[config.mk]
export PLATFORM = sky130hd
export DESIGN_NAME = shift_seq_ctrl
export DESIGN_NICKNAME = d
export VERILOG_FILES = /design/src/rtl/shift_seq_pkg.sv /design/src/rtl/shift_seq_counter.sv /design/src/rtl/shift_seq_ctrl.sv
export SDC_FILE = /design/constraint.sdc
export NUM_CORES = 1
export LEC_CHECK = 0
export ABC_CLOCK_PERIOD_IN_PS = 1680
export CAP_MARGIN = 5
export CORE_UTILIZATION = 41
export CTS_BUF_LIST = sky130_fd_sc_hd__clkbuf_4 sky130_fd_sc_hd__clkbuf_8 sky130_fd_sc_hd__clkbuf_16
export CTS_CLUSTER_DIAMETER = 50
export DETAILED_ROUTE_END_ITERATION = 6
export PLACE_DENSITY_LB_ADDON = 0.08
export SLEW_MARGIN = 10
export SYNTH_ARGS = -nofsm -noshare
export SYNTH_HDL_FRONTEND = slang
export SYNTH_SLANG_ARGS = --single-unit
export TNS_END_PERCENT = 100
[constraint.sdc]
create_clock -name CLK -period 1.68 [get_ports CLK]
set_clock_uncertainty 0.15 [all_clocks]
set_input_delay 0.336 -clock CLK [delete_from_list [all_inputs] [get_ports CLK]]
set_output_delay 0.336 -clock CLK [all_outputs]
set_load 0.02 [all_outputs]
[src/rtl/shift_seq_pkg.sv]
// shift_seq_pkg: shared state encoding and register mode constants for the shift sequencer
// Contents:
//   state_e    - controller states (PARITY is only reachable when SHIFT_SEQ_PARITY_EN is defined)
//   MODE_*     - {SH,L} encodings for the external parallel-load shift register
package shift_seq_pkg;

  typedef enum logic [1:0] {
    IDLE   = 2'd0,
    LOAD   = 2'd1,
    SHIFT  = 2'd2,
    PARITY = 2'd3
  } state_e;

  localparam logic [1:0] MODE_HOLD  = 2'b00;
  localparam logic [1:0] MODE_LOAD  = 2'b01;
  localparam logic [1:0] MODE_SHIFT = 2'b10;

endpackage

[src/rtl/shift_seq_counter.sv]
// shift_seq_counter: frame bit counter with clear, increment and last-bit flag
// Ports:
//   CLK, RST_N - clock, asynchronous active-low reset
//   clr_i      - restart the count at zero (takes priority over inc_i)
//   inc_i      - advance by one accepted bit
//   last_o     - count has reached WIDTH-1 (the final data bit is on offer)
module shift_seq_counter #(
  parameter int unsigned WIDTH = 4
) (
  input  logic CLK,
  input  logic RST_N,
  input  logic clr_i,
  input  logic inc_i,
  output logic last_o
);

  localparam int unsigned CW = $clog2(WIDTH + 1);

  logic [CW-1:0] count_q, count_d;

  always_comb count_d = clr_i ? '0 : inc_i ? count_q + CW'(1) : count_q;

  always_ff @(posedge CLK or negedge RST_N)
    if (!RST_N) count_q <= '0;
    else count_q <= count_d;

  assign last_o = count_q == CW'(WIDTH - 1);

endmodule

[src/rtl/shift_seq_ctrl.sv]
// shift_seq_ctrl: sequences a parallel-load shift register to serialise words LSB-first
// Optional feature: define SHIFT_SEQ_PARITY_EN to append an even-parity bit to every frame.
// Ports:
//   CLK, RST_N           - clock (controller on posedge, register samples on negedge), async active-low reset
//   IN_VALID/IN_READY    - word handshake from the producer, IN_DATA is the word
//   D                    - held copy of the accepted word, wired to the register D inputs
//   SH, L, SI            - register mode selects and serial input
//   Q0                   - register serial output (LSB)
//   BIT_VALID/BIT_READY  - bit handshake to the consumer, SER_BIT is the bit, BIT_LAST marks the frame end
//   BUSY                 - a frame is in progress
//   DONE                 - one-cycle pulse in the first idle cycle after a frame
module shift_seq_ctrl
  import shift_seq_pkg::*;
#(
  parameter int unsigned WIDTH   = 4,
  parameter logic        SI_FILL = 1'b0
) (
  input  logic             CLK,
  input  logic             RST_N,
  input  logic             IN_VALID,
  output logic             IN_READY,
  input  logic [WIDTH-1:0] IN_DATA,
  output logic [WIDTH-1:0] D,
  output logic             SH,
  output logic             L,
  output logic             SI,
  input  logic             Q0,
  output logic             BIT_VALID,
  input  logic             BIT_READY,
  output logic             SER_BIT,
  output logic             BIT_LAST,
  output logic             BUSY,
  output logic             DONE
);

`ifdef SHIFT_SEQ_PARITY_EN
  localparam state_e AFTER_DATA = PARITY;
`else
  localparam state_e AFTER_DATA = IDLE;
`endif

  state_e           state_q, state_d;
  logic [WIDTH-1:0] d_q, d_d;
  logic             done_q, done_d;
  logic             ser_q;
  logic             accept, bit_hs, last, in_shift;
  logic [1:0]       mode;

  assign in_shift = state_q == SHIFT;
  assign accept   = IN_VALID && IN_READY;
  assign bit_hs   = BIT_VALID && BIT_READY;

  // The register shifts on the negedge inside the handshake cycle, so the
  // next bit is already on Q0 by the posedge that completes the handshake.
  assign mode    = state_q == LOAD ? MODE_LOAD : (in_shift && BIT_READY) ? MODE_SHIFT : MODE_HOLD;
  assign {SH, L} = mode;
  assign SI      = SI_FILL;

  shift_seq_counter #(.WIDTH(WIDTH)) u_counter (
    .CLK    (CLK),
    .RST_N  (RST_N),
    .clr_i  (accept),
    .inc_i  (in_shift && bit_hs),
    .last_o (last)
  );

  always_comb begin
    state_d = state_q;
    case (state_q)
      IDLE:    state_d = accept ? LOAD : IDLE;
      LOAD:    state_d = SHIFT;
      SHIFT:   state_d = (bit_hs && last) ? AFTER_DATA : SHIFT;
      default: state_d = bit_hs ? IDLE : PARITY;
    endcase
  end

  assign d_d    = accept ? IN_DATA : d_q;
  assign done_d = bit_hs && BIT_LAST;

  // ser_q samples Q0 at each posedge, giving the consumer a bit that stays
  // stable for the whole cycle even though Q0 moves at the negedge.
  always_ff @(posedge CLK or negedge RST_N)
    if (!RST_N) begin
      state_q <= IDLE;
      d_q     <= '0;
      done_q  <= 1'b0;
      ser_q   <= 1'b0;
    end else begin
      state_q <= state_d;
      d_q     <= d_d;
      done_q  <= done_d;
      ser_q   <= Q0;
    end

`ifdef SHIFT_SEQ_PARITY_EN
  logic par_q;

  always_ff @(posedge CLK or negedge RST_N)
    if (!RST_N) par_q <= 1'b0;
    else par_q <= accept ? ^IN_DATA : par_q;

  assign BIT_VALID = in_shift || state_q == PARITY;
  assign BIT_LAST  = state_q == PARITY;
  assign SER_BIT   = state_q == PARITY ? par_q : ser_q;
`else
  assign BIT_VALID = in_shift;
  assign BIT_LAST  = in_shift && last;
  assign SER_BIT   = ser_q;
`endif

  assign IN_READY = state_q == IDLE;
  assign BUSY     = state_q != IDLE;
  assign D        = d_q;
  assign DONE     = done_q;

endmodule

==> run summary, run 1 <==
portion of total power attributed to combinational logic = 56.5%
Core Rows = 12
worst path cell trace = ha_2 > ha_4 > and2_4 > buf_6
top flip-flop cell by instance count after synthesis = sky130_fd_sc_hd__dfrtp_1
Final min period = 1730 ps
area fraction in and, or, nand and nor cells after synthesis = 21.7%
fraction of synthesized cell area taken by the top area cell type = 49.3%
synth cell count leaders = 11 x sky130_fd_sc_hd__dfrtp_1, 4 x sky130_fd_sc_hd__mux2_2, 3 x sky130_fd_sc_hd__a211o_1, 3 x sky130_fd_sc_hd__and3b_1
Startpoint Class = flop
most heavily used metal layer in global routing = met2
Yosys Chip Area = 558 µm²
cell total in the yosys stat output = 43
Reg2Reg Setup Slack = 120 ps
number of logged tool warnings = 28
reg2reg end = D[0]
area overhead of the layout relative to synthesis = 50.7%
distinct lib cells = 21
number of hold violations in the final report = 0
count of library flops with an enable pin = 0
final setup violating endpoints = 1
share of the clock period used by the worst path after layout = 103%
global-route wire length before repair = 1580 µm
synth top area cells = sky130_fd_sc_hd__dfrtp_1 49%, sky130_fd_sc_hd__mux2_2 8.1%, sky130_fd_sc_hd__a211o_1 4.7%, sky130_fd_sc_hd__and3b_1 4.7%, sky130_fd_sc_hd__and4bb_2 4.5%
vias in the first global route = 370
PnR Total Power = 0.00143 W
CP Data Arrival Time = 1250 ps
Core Box Area = 0.00119 mm²
Routability Congestion = 0.697
maximum clock rate = 0.576 GHz
kind of critical path = flop to output port
clock latency on the worst-skew pair = 270 ps
antenna violation net count after detailed routing = 0
cts bufs inserted = 3
routed length per instance = 11.6 µm
count of buffering cells on the critical path with inverters included = 1
gate count of the mapped netlist = 43
global-route total usage across every layer = 17.3%
cell taking the most area after synthesis = sky130_fd_sc_hd__dfrtp_1
global route overflow = 0
layout cells sized above 1 = 45.8%
slack of the critical path = -54.9 ps
status = finished, violations left
Mux area share = 8.07%
H-tree lvl count = 1
maximum fanout along the worst path = 2
xor and xnor area share after synthesis = 0%
vias after detailed routing = 405
part of the Yosys area used for sequential elements = 49.3%
sw power = 0.000517 W
number of cells in the design after placement = 82
Reg2Reg Depth = 3
Max stage delay on crit path = 380 ps
number of buffers inserted by port buffering = 20
max-capacitance violation count = 0
share of total power in the clock network = 13.2%
mean number of vias per cell = 4.71
TritonCTS clock tree = done
source of the worst register-to-register timing path = state_q[1]
met3 track demand over resource in global routing = 8.67%
number of antenna repair diodes = 0
Total Nets Final = 84
met2 Track Usage GR = 26.7%
first element of the critical path = u_counter.count_q[1]
Synth flops = 11
clock net sink count = 11
element type at the critical path end = output port
Clock Pin Slew Worst Setup and Hold Paths = 70 ps
max-slew violation count = 0
maximum ir drop on the vdd rail = 0.00109 V
DRT iter0 DRCs = 3
violated checks = setup timing
hold-fix buffer count after cts = 0
CP max-delay cell = sky130_fd_sc_hd__dfrtp_1
HPWL Detailed = 745 µm
DR DRC count = 0
syn avg cell area = 13.0 µm²
proportion of total power due to net switching = 36.2%
==> run 1: what timing repair did <==
item                                    CTS  global route
pin swaps                                 1             0
resized                                  32             7
setup buffers                             0             0
endpoints found under the hold margin     0             0
cloned                                    0             0
endpoints found under the setup margin   11             6
==> run 1: how the worst max path moves through the flow <==
| stage | slack [ps] | depth (start not counted) | end |
|---|---|---|---|
| 6_report | -50 | 4 | BIT_LAST |
| 5_1_grt | -90 | 4 | BIT_LAST |
| 4_1_cts | -70 | 4 | BIT_LAST |
| 3_5_place_dp | -330 | 3 | SH |
| 3_3_place_gp | -320 | 3 | SH |
| 2_1_floorplan | 90 | 3 | BUSY |
==> run 1: registers in the layout, summed over array words and instances (netlist names) <==
register and flops:
D 4, u_counter.count_q 3, state_q 2, DONE 1, SER_BIT 1
==> run 1: area by class of cell <==
class / count / area, µm²
fill: 90 / 345
sequential: 11 / 275
multi-input combinational: 27 / 272
timing repair buffer: 28 / 239
clock buffer: 4 / 30.0
tap: 14 / 17.5
inverter: 2 / 7.51
==> run 1: power by group through the flow <==
stage | registers [W] | clock network (W) | logic [W]
floorplan | 0.000505 | 0 | 0.000424
global placement | 0.000431 | 0 | 0.000830
detailed placement | 0.000435 | 0 | 0.000842
CTS | 0.000431 | 0.000196 | 0.000805
global route | 0.000441 | 0.000205 | 0.000884
finish | 0.000432 | 0.000189 | 0.000807
==> run 1: stage by stage <==
stage               utilization (%)  hold slack [ps]  area (µm²)  worst slack [ps]
floorplan                         -             -110         558              92.8
global placement               68.2              341         810              -321
detailed placement             68.2              344         810              -325
CTS                            70.7              255         838             -69.7
global route                   70.9              290         841             -90.9
finish                         70.9              237         841             -54.9
==> run 1: layer usage <==
layer | vias up | wire (µm)
met5 | - | 0
met4 | 0 | 23
met3 | 4 | 49
met2 | 11 | 470
met1 | 182 | 454
li1 | 208 | -
==> run 1: cells in the final DEF (no fill, tap or decap) <==
cell type / instances
sky130_fd_sc_hd__dfrtp_1: 11
sky130_fd_sc_hd__clkdlybuf4s50_1: 8
sky130_fd_sc_hd__buf_4: 8
sky130_fd_sc_hd__dlygate4sd2_1: 5
sky130_fd_sc_hd__mux2_2: 4
sky130_fd_sc_hd__clkbuf_4: 4
sky130_fd_sc_hd__and3b_1: 3
sky130_fd_sc_hd__a211o_1: 3
sky130_fd_sc_hd__buf_2: 3
sky130_fd_sc_hd__inv_1: 2
sky130_fd_sc_hd__and2_4: 2
sky130_fd_sc_hd__and4bb_2: 2
sky130_fd_sc_hd__buf_6: 2
sky130_fd_sc_hd__and2b_1: 1
sky130_fd_sc_hd__nor2b_1: 1
sky130_fd_sc_hd__nand2_1: 1
sky130_fd_sc_hd__a21o_1: 1
sky130_fd_sc_hd__nor2_2: 1
sky130_fd_sc_hd__nor3b_4: 1
sky130_fd_sc_hd__a21o_2: 1
sky130_fd_sc_hd__and3_1: 1
sky130_fd_sc_hd__o21bai_2: 1
sky130_fd_sc_hd__and4b_2: 1
sky130_fd_sc_hd__ha_2: 1
sky130_fd_sc_hd__ha_4: 1
sky130_fd_sc_hd__conb_1: 1
sky130_fd_sc_hd__clkbuf_2: 1
sky130_fd_sc_hd__dlymetal6s2s_1: 1
Figure 1. Pin map (run 1).
(12 px per µm) Pins as bars across the die edge, other pins in gray.
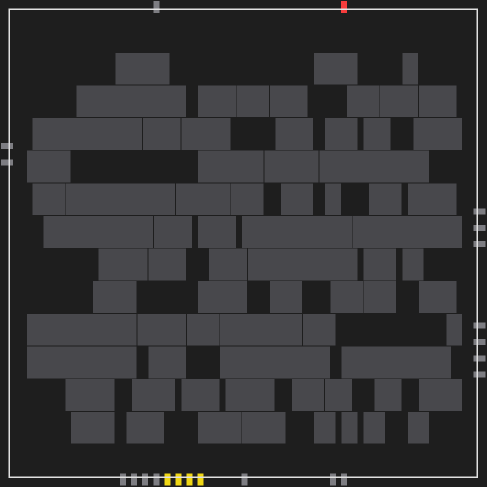
- yellow: `D` (pins 4; direction output; edge south)
- red: `BIT_READY` (pins 1; direction input; edge north)
- all pins by edge: 11 south, 7 east, 2 north, 2 west

Figure 2. M2 wires (run 1).
(12 px per µm) Cells faint in the background.
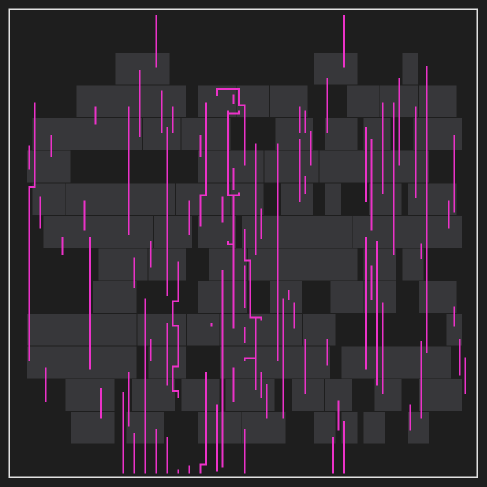
- wire length on this layer: 471 µm
- nets with wire on the layer: 72

Figure 3. Wiring heat map (run 1).
(10 px per µm) The die is cut into 8 by 8 equal tiles; dark blue is low, red is high, scaled to the fullest tile. Values are wire area over tile area, all layers added.
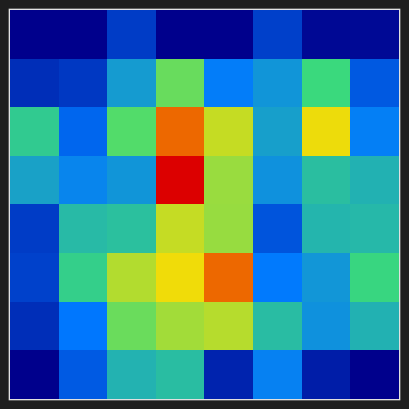
- fullest tile: 0.30
- mean over tiles: 0.11
- tiles over half the peak: 23%
- nearly empty tiles: 13%
- densest ninth of the die: center

## Run 2: what changed since run 1
CTS_CLUSTER_DIAMETER = unset   (was 50)
Figure 4. Pin map (run 2).
(12 px per µm) Pins as bars across the die edge, other pins in gray.
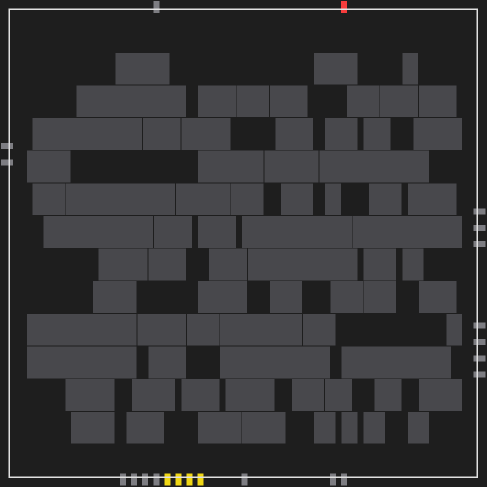
- yellow: `D` (pins 4; direction output; edge south)
- red: `BIT_READY` (pins 1; direction input; edge north)
number of buffers inserted by port buffering: 20
die height: 38.9 µm
Die Span X: 38.9 µm

Figure 5. Signal wires on met3 (run 2).
(12 px per µm) Cells faint in the background.
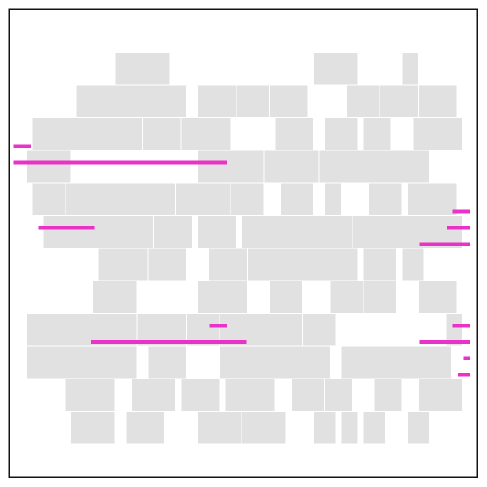
- share of all routed wire: 5.0%
- longest straight run: 17.5 µm

==> run 2 against run 1 <==
  * The flow still finishes with violations (setup timing)
  * Combinational power about the same
  * Sequential cell count stayed put
  * Routed wire length unchanged
  * Setup slack unchanged
==> run summary, run 2 <==
status = finished, violations left (unchanged)
violated checks = setup timing (unchanged)
mean number of vias per cell = 4.71 (unchanged)
element type at the critical path end = output port (unchanged)
antenna violation net count after detailed routing = 0 (unchanged)
number of fill cells in the layout = 90 (unchanged)
synthesized area = 558 µm² (unchanged)
number of hold violations in the final report = 0 (unchanged)
Mux area share = 8.07% (unchanged)
number of cells in the design after placement = 82 (unchanged)
vias after detailed routing = 405 (unchanged)
worst path cell trace = ha_2 > ha_4 > and2_4 > buf_6 (unchanged)
Clock Pin Slew Worst Setup and Hold Paths = 70 ps (about the same)
maximum ir drop on the vdd rail = 0.00109 V (unchanged)
share of total power in the clock network = 13.2% (about the same)
commonest non-fill, non-tap cells in the layout = 11 x sky130_fd_sc_hd__dfrtp_1, 8 x sky130_fd_sc_hd__clkdlybuf4s50_1, 8 x sky130_fd_sc_hd__buf_4 (unchanged)
count of buffering cells on the critical path with inverters included = 1 (unchanged)
area overhead of the layout relative to synthesis = 50.7% (unchanged)
area fraction in and, or, nand and nor cells after synthesis = 21.7% (unchanged)
syn avg cell area = 13.0 µm² (unchanged)
global-route wire length before repair = 1580 µm (unchanged)
distinct lib cells = 21 (unchanged)
max-slew violation count = 0 (unchanged)
top flip-flop cell by instance count after synthesis = sky130_fd_sc_hd__dfrtp_1 (unchanged)
Gate Area = 272 µm² (unchanged)
maximum fanout along the worst path = 2 (unchanged)
CP Data Arrival Time = 1250 ps (about the same)
gate count of the mapped netlist = 43 (unchanged)
Core Rows = 12 (unchanged)
Routability Congestion = 0.697 (unchanged)
synth cell count leaders = 11 x sky130_fd_sc_hd__dfrtp_1, 4 x sky130_fd_sc_hd__mux2_2, 3 x sky130_fd_sc_hd__a211o_1, 3 x sky130_fd_sc_hd__and3b_1 (unchanged)
DR DRC count = 0 (unchanged)
global route overflow = 0 (unchanged)
number of antenna repair diodes = 0 (unchanged)
Max stage delay on crit path = 380 ps (about the same)
kind of critical path = flop to output port (unchanged)
proportion of total power due to net switching = 36.2% (unchanged)
Total Nets Final = 84 (unchanged)
setup slack at placement = -325 ps (unchanged)
HPWL Detailed = 745 µm (unchanged)
Yosys Chip Area = 558 µm² (unchanged)
slack of the critical path = -54.9 ps (unchanged)
reg2reg end = D[0] (unchanged)
share of synthesized cell area in and-or and or-and compound cells = 9.64% (unchanged)
Synth flops = 11 (unchanged)
logic depth of the worst setup path including buffers = 4 (unchanged)
flip-flop count of the largest register after layout = 4 (unchanged)
DRT iter0 DRCs = 3 (unchanged)
share of the clock period used by the worst path after layout = 103% (unchanged)
portion of total power attributed to combinational logic = 56.5% (about the same)
sequential cell area = 275 µm² (unchanged)
final setup violating endpoints = 1 (unchanged)
number of logged tool warnings = 28 (unchanged)
TritonCTS clock tree = done (unchanged)
post-synth net total = 54 (unchanged)
post-layout util = 70.9% (unchanged)
CP max-delay cell = sky130_fd_sc_hd__dfrtp_1 (unchanged)
global-route total usage across every layer = 17.3% (unchanged)
clock net sink count = 11 (unchanged)
H-tree lvl count = 1 (unchanged)
Core Box Area = 0.00119 mm² (unchanged)
cell taking the most area after synthesis = sky130_fd_sc_hd__dfrtp_1 (unchanged)
sw power = 0.000517 W (unchanged)
cell total in the yosys stat output = 43 (unchanged)
xor and xnor area share after synthesis = 0% (unchanged)
count of yosys warnings during synthesis = 0 (unchanged)
Reg2Reg Depth = 3 (unchanged)
vias in the first global route = 370 (unchanged)
PnR Total Power = 0.00143 W (unchanged)
last element of the critical path = BIT_LAST (unchanged)
## run 2: cell counts in the layout (fill, tap and decap cells not counted)
Identical to the previous run, type by type.
## run 2: worst min path at each step
stage	from	to	slack (ps)	cells past startpoint
after floorplan	RST_N	DONE	-110	0
after global placement	D[2]	D[2]	340	1
after detailed placement	D[1]	D[1]	340	1
after CTS	RST_N	u_counter.count_q[2]	250	1
after global routing	RST_N	DONE	290	1
final	RST_N	D[1]	240	1
## run 2: through the flow
stage / setup TNS [ps] / cell area [µm²] / hold slack [ps]
finish: -54.9 / 841 / 237
global route: -118 / 841 / 290
CTS: -69.7 / 838 / 255
detailed placement: -1040 / 810 / 344
global placement: -953 / 810 / 341
floorplan: 0 / 558 / -110
## run 2: power groups by stage
stage / Combinational [W] / Clock, W / Sequential (W)
after floorplan: 0.000424 / 0 / 0.000505
after global placement: 0.000830 / 0 / 0.000431
after detailed placement: 0.000842 / 0 / 0.000435
after CTS: 0.000805 / 0.000196 / 0.000431
after global routing: 0.000884 / 0.000205 / 0.000441
final: 0.000807 / 0.000189 / 0.000432
## run 2: worst register-to-register path: stages (launching register included)
cell	delay, ps
sky130_fd_sc_hd__dfrtp_1	420
sky130_fd_sc_hd__buf_4	190
sky130_fd_sc_hd__nor3b_4	310
sky130_fd_sc_hd__mux2_2	370
## run 2: timing repair
item	4_1_cts	5_1_grt
hold buffers	0	0
pin swaps	1	0
endpoints found under the setup margin	11	6
resized	32	7
setup buffers	0	0
## run 2: cell type report
class / count / share of cell area (%)
Multi-Input combinational cell: 27 / 32.3
Clock buffer: 4 / 3.57
Timing Repair Buffer: 28 / 28.4
Tap cell: 14 / 2.08
Inverter: 2 / 0.893
Sequential cell: 11 / 32.7
## run 2: logic make-up (layout without fill, tap and decap cells)
kind of cell    Yosys count  in the layout
flops                    11             11
buf+inv                   5             34
other cells               1              1
compound gates            6              6
simple gates             14             14
fa+ha+maj                 2              2
mux                       4              4
## run 2: routing by layer
metal  vias to the layer above  global-route usage [%]  share of wire (%)  wire length (µm)
li1                        208                       -                  -                 -
met1                       182                    18.8                 45               454
met2                        11                    26.7                 47               470
met3                         4                    8.67                4.9                49
met4                         0                    10.3                2.3                23
met5                         -                       0                  0                 0
Figure 6. M2 wires (run 2).
(12 px per µm) Cells faint in the background.
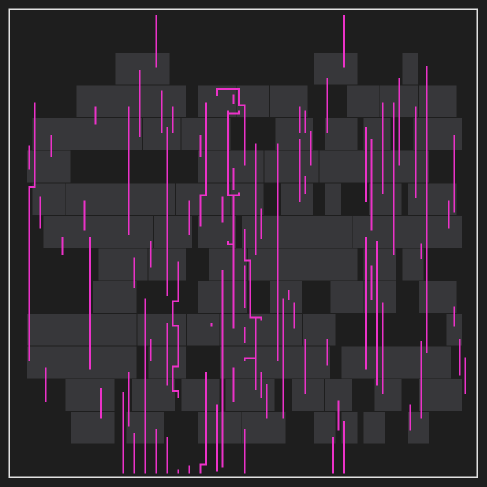

## Run 3: what changed since run 2
ABC_CLOCK_PERIOD_IN_PS = 2100   (was 1680)
CORE_AREA = 2 2 39 41   (was unset)
CORE_UTILIZATION = unset   (was 41)
DIE_AREA = 0 0 41 43   (was unset)
clock period = 2.1 ns   (was 1.68 ns; I/O delays follow)
Figure 7. M2 wires (run 3).
(12 px per µm) Cells faint in the background.
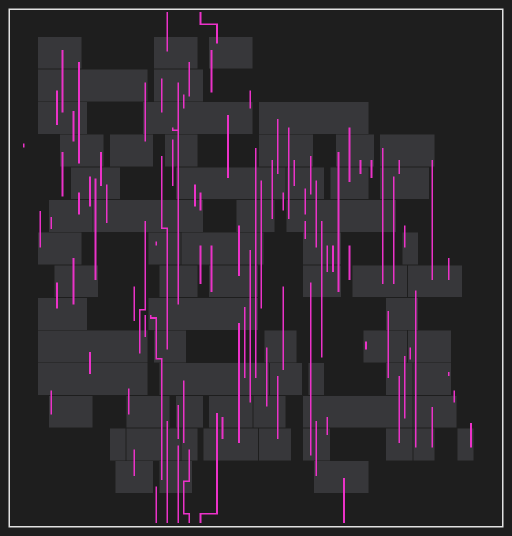
- main direction: vertical
- longest straight run: 19.0 µm
- wire length on this layer: 451 µm
- share of all routed wire: 47%
- nets with wire on the layer: 67
vias after detailed routing: 407
met2 Track Usage GR: 21.6%
Routed Wire Length: 956 µm

==> run 3 against run 2 <==
  * The flow now finishes without violations
  * Synthesized cell count unchanged
  * Non-clock buffer count decreased by 5
  * Sequential power decreased by 19%
  * Sequential cell count unchanged
  * Via count increased by 0.49%
  * Setup slack improved by 210 ps
  * Count of clock-buffer cells in the layout unchanged
  * Worst hold slack improved by 110 ps
  * Cell area decreased by 4.3%
  * Critical path depth unchanged
  * Register-to-register slack improved by 410 ps
  * Core utilization decreased by 13 points
==> run summary, run 3 <==
number of buffers inserted by port buffering = 20 (unchanged)
Core Box Area = 0.00138 mm² (was 0.00119 mm²)
post-synth net total = 54 (unchanged)
sequential cell area = 275 µm² (unchanged)
syn avg cell area = 13.0 µm² (unchanged)
antenna violation net count after detailed routing = 0 (unchanged)
Synth flops = 11 (unchanged)
mean number of vias per cell = 4.90 (was 4.71)
layout cells sized above 1 = 26.9% (was 45.8%)
number of hold violations in the final report = 0 (unchanged)
required time at the endpoint of the critical path = 1530 ps (was 1190 ps)
number of fill cells in the layout = 121 (was 90)
top flip-flop cell by instance count after synthesis = sky130_fd_sc_hd__dfrtp_1 (unchanged)
status = complete, no violations (was finished, violations left)
global-route total usage across every layer = 13.0% (was 17.3%)
synth cell count leaders = 11 x sky130_fd_sc_hd__dfrtp_1, 4 x sky130_fd_sc_hd__mux2_2, 3 x sky130_fd_sc_hd__a211o_1, 3 x sky130_fd_sc_hd__and3b_1 (unchanged)
element type at the critical path end = output port (unchanged)
global route overflow = 0 (unchanged)
worst path cell trace = ha_1 > ha_1 > and2_1 > clkbuf_2 (was ha_2 > ha_4 > and2_4 > buf_6)
TritonCTS clock tree = done (unchanged)
worst hold slack after final layout = 348 ps (was 237 ps)
count of yosys warnings during synthesis = 0 (unchanged)
Initial Util = 40.3% (was 47.0%)
maximum ir drop on the vdd rail = 0.000610 V (was 0.00109 V)
number of logged tool warnings = 26 (was 28)
antenna violations before repair = 0 (unchanged)
most frequent cell after synthesis = sky130_fd_sc_hd__dfrtp_1 (unchanged)
asr flop ratio synth = 100% (unchanged)
most instantiated logic cell after routing = sky130_fd_sc_hd__clkdlybuf4s50_1 (was sky130_fd_sc_hd__dfrtp_1)
DR DRC count = 0 (unchanged)
HPWL Detailed = 721 µm (was 745 µm)
Clk Tree Root Cell = sky130_fd_sc_hd__clkbuf_4 (unchanged)
share of the clock period used by the worst path after layout = 92.4%
max-capacitance violation count = 0 (unchanged)
number of detailed-routing iterations run before antenna repair = 1 (was 2)
post-layout util = 58.1% (was 70.9%)
Core Rows = 14 (was 12)
synthesized area = 558 µm² (unchanged)
H-tree lvl count = 1 (unchanged)
cell total in the yosys stat output = 43 (unchanged)
clock latency on the worst-skew pair = 260 ps (was 270 ps)
die height = 43 µm (was 38.9 µm)
flip-flop count of the largest register after layout = 4 (unchanged)
Max Buffers Root-to-Sink = 2 (unchanged)
Clock Pin Slew Worst Setup and Hold Paths = 70 ps (about the same)
count of buffering cells on the critical path with inverters included = 1 (unchanged)
fraction of synthesized cell area taken by the top area cell type = 49.3% (unchanged)
gate count of the mapped netlist = 43 (unchanged)
distinct lib cells = 21 (unchanged)
Final min period = 1940 ps
maximum fanout along the worst path = 4 (was 2)
cell taking the most area after synthesis = sky130_fd_sc_hd__dfrtp_1 (unchanged)
headroom to the max-slew limit = 66.1%
Routability Congestion = 0.667 (was 0.697)
Yosys Chip Area = 558 µm² (unchanged)
area overhead of the layout relative to synthesis = 44.2% (was 50.7%)
count of library flops with an enable pin = 0 (unchanged)
I/O pins = 22 (unchanged)
maximum clock rate = 0.515 GHz
max-slew violation count = 0 (unchanged)
vias in the first global route = 399 (was 370)
kind of cell adding the most delay to the critical path = adder cells (was flip-flops)
Startpoint Class = flop (unchanged)
Die Span X = 41 µm (was 38.9 µm)
Slew @ Worst Pin = 506 ps
unrepaired setup endpoints after global routing = false (was true)
CP max-delay cell = sky130_fd_sc_hd__dfrtp_1 (unchanged)
synth top area cells = sky130_fd_sc_hd__dfrtp_1 49%, sky130_fd_sc_hd__mux2_2 8.1%, sky130_fd_sc_hd__a211o_1 4.7%, sky130_fd_sc_hd__and3b_1 4.7%, sky130_fd_sc_hd__and4bb_2 4.5% (unchanged)
CP Data Arrival Time = 1370 ps (was 1250 ps)
Hold Path Class = input pin to asynchronous set/reset pin (unchanged)
DRT iter0 DRCs = 0 (was 3)
number of antenna repair diodes = 0 (unchanged)
clock net sink count = 11 (unchanged)
routed length per instance = 11.5 µm (was 11.6 µm)
setup_tns = 0 ps (was -54.9 ps)
final setup violating endpoints = 0 (was 1)
Gate Area = 249 µm² (was 272 µm²)
Total Nets Final = 79 (was 84)
cts bufs inserted = 3 (unchanged)
part of the Yosys area used for sequential elements = 49.3% (unchanged)
kind of critical path = flop to output port (unchanged)
global-route wire length before repair = 1610 µm (was 1580 µm)
Most Frequent Cell on Critical Path = sky130_fd_sc_hd__ha_1
static leakage power = 0.412 nW (was 0.433 nW)
die area = 0.00176 mm² (was 0.00151 mm²)
commonest non-fill, non-tap cells in the layout = 14 x sky130_fd_sc_hd__clkdlybuf4s50_1, 11 x sky130_fd_sc_hd__dfrtp_1, 4 x sky130_fd_sc_hd__mux2_2, 4 x sky130_fd_sc_hd__clkbuf_4 (was 11 x sky130_fd_sc_hd__dfrtp_1, 8 x sky130_fd_sc_hd__clkdlybuf4s50_1, 8 x sky130_fd_sc_hd__buf_4)
Max stage delay on crit path = 410 ps (was 380 ps)
Figure 8. Wiring heat map (run 3).
(8 px per µm) The die is cut into 8 by 9 equal tiles; dark blue is low, red is high, scaled to the fullest tile. Values are wire area over tile area, all layers added.
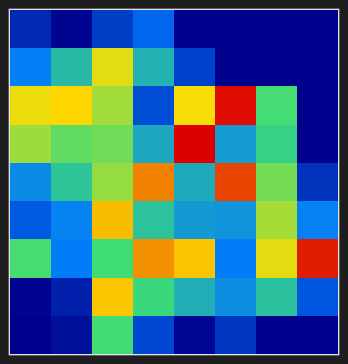
- fullest tile: 0.24
- mean over tiles: 0.087
- emptiest ninth of the die: north-east
- nearly empty tiles: 21%

==> run 3: cell types whose count changed in the layout (fill, tap and decap cells not counted) <==
| cell | change |
|---|---|
| sky130_fd_sc_hd__nor2_1 | +1 |
| sky130_fd_sc_hd__nor2_2 | -1 |
| sky130_fd_sc_hd__ha_4 | -1 |
| sky130_fd_sc_hd__ha_1 | +2 |
| sky130_fd_sc_hd__buf_6 | -2 |
| sky130_fd_sc_hd__buf_2 | -3 |
| sky130_fd_sc_hd__and2_4 | -2 |
| sky130_fd_sc_hd__dlymetal6s2s_1 | +2 |
| sky130_fd_sc_hd__buf_4 | -5 |
| sky130_fd_sc_hd__ha_2 | -1 |
| sky130_fd_sc_hd__dlygate4sd2_1 | -3 |
| sky130_fd_sc_hd__and2_1 | +2 |
| sky130_fd_sc_hd__clkdlybuf4s50_1 | +6 |
==> run 3: where the power goes <==
part / switching (W) / total, W / internal (W)
clock network: 0.0000657 / 0.000152 / 0.0000862
registers: 0.0000507 / 0.000351 / 0.000300
logic: 0.000273 / 0.000590 / 0.000317
total: 0.000389 / 0.00109 / 0.000703
==> run 3: final timing paths <==
check	startpoint	end	slack [ps]	cells after the start
min reg2reg	u_counter.count_q[2]	u_counter.count_q[2]	360	1
min in group CLK	u_counter.count_q[2]	u_counter.count_q[2]	360	1
max in group asynchronous	RST_N	D[2]	1120	1
max reg2reg	u_counter.count_q[0]	u_counter.count_q[2]	530	4
max	u_counter.count_q[0]	BIT_LAST	160	4
min	RST_N	DONE	350	1
==> run 3: metal layers <==
| layer | part of all wire (%) | vias up | GRT usage, % | wire length [µm] |
|---|---|---|---|---|
| met5 | 0 | - | 0 | 0 |
| met4 | 0 | 0 | 4.00 | 0 |
| met3 | 7.2 | 0 | 2.09 | 69 |
| met2 | 47 | 14 | 21.6 | 450 |
| met1 | 46 | 197 | 16.3 | 436 |
| li1 | - | 196 | - | - |
==> run 3: metrics by stage <==
step | cells | area [µm²] | setup WS (ps) | total power (W)
finish | 83 | 805 | 159 | 0.00109
global route | 83 | 805 | 60.8 | 0.00118
CTS | 83 | 802 | 0.408 | 0.00112
detailed placement | 79 | 774 | -66.1 | 0.000974
global placement | 79 | 774 | -64.5 | 0.000968
floorplan | 43 | 558 | 429 | 0.000743
==> run 3: layout make-up <==
| class | count | area share, % |
|---|---|---|
| clock buffer | 4 | 3.73 |
| timing repair buffer | 23 | 27.7 |
| multi-input combinational | 27 | 30.9 |
| tap | 16 | 2.49 |
| sequential | 11 | 34.2 |
| inverter | 2 | 0.933 |
==> run 3: timing repair <==
action	CTS	global route
hold buffers	0	0
setup endpoints to repair	3	4
endpoints found under the hold margin	0	0
setup buffers	0	0
pin swaps	0	0
gates resized	4	4
==> run 3: kinds of logic after synthesis <==
group / after synthesis / share of synthesized area, %
buf+inv: 5 / 6.05
other cells: 1 / 0.672
flops: 11 / 49.3
mux: 4 / 8.07
simple gates: 14 / 21.7
compound gates: 6 / 9.64
fa+ha+maj: 2 / 4.48

==> gallery <==
Routing congestion.
shot_01.png
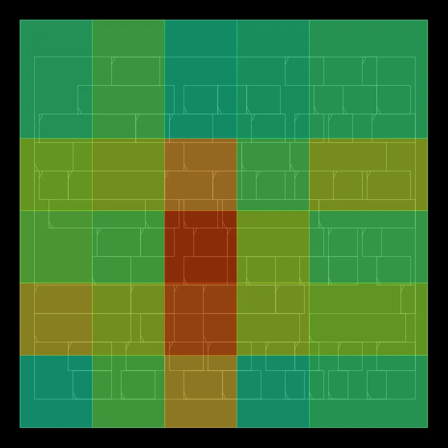
shot_02.png
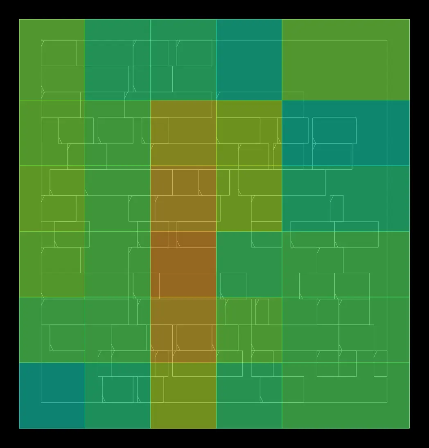
shot_02.png comes from run 3.
shot_01.png comes from run 1.
Of these, highest track usage: shot_01.png
Of these, highest utilization: shot_01.png

No activity file was given, so power comes from the tool's default toggle rates.
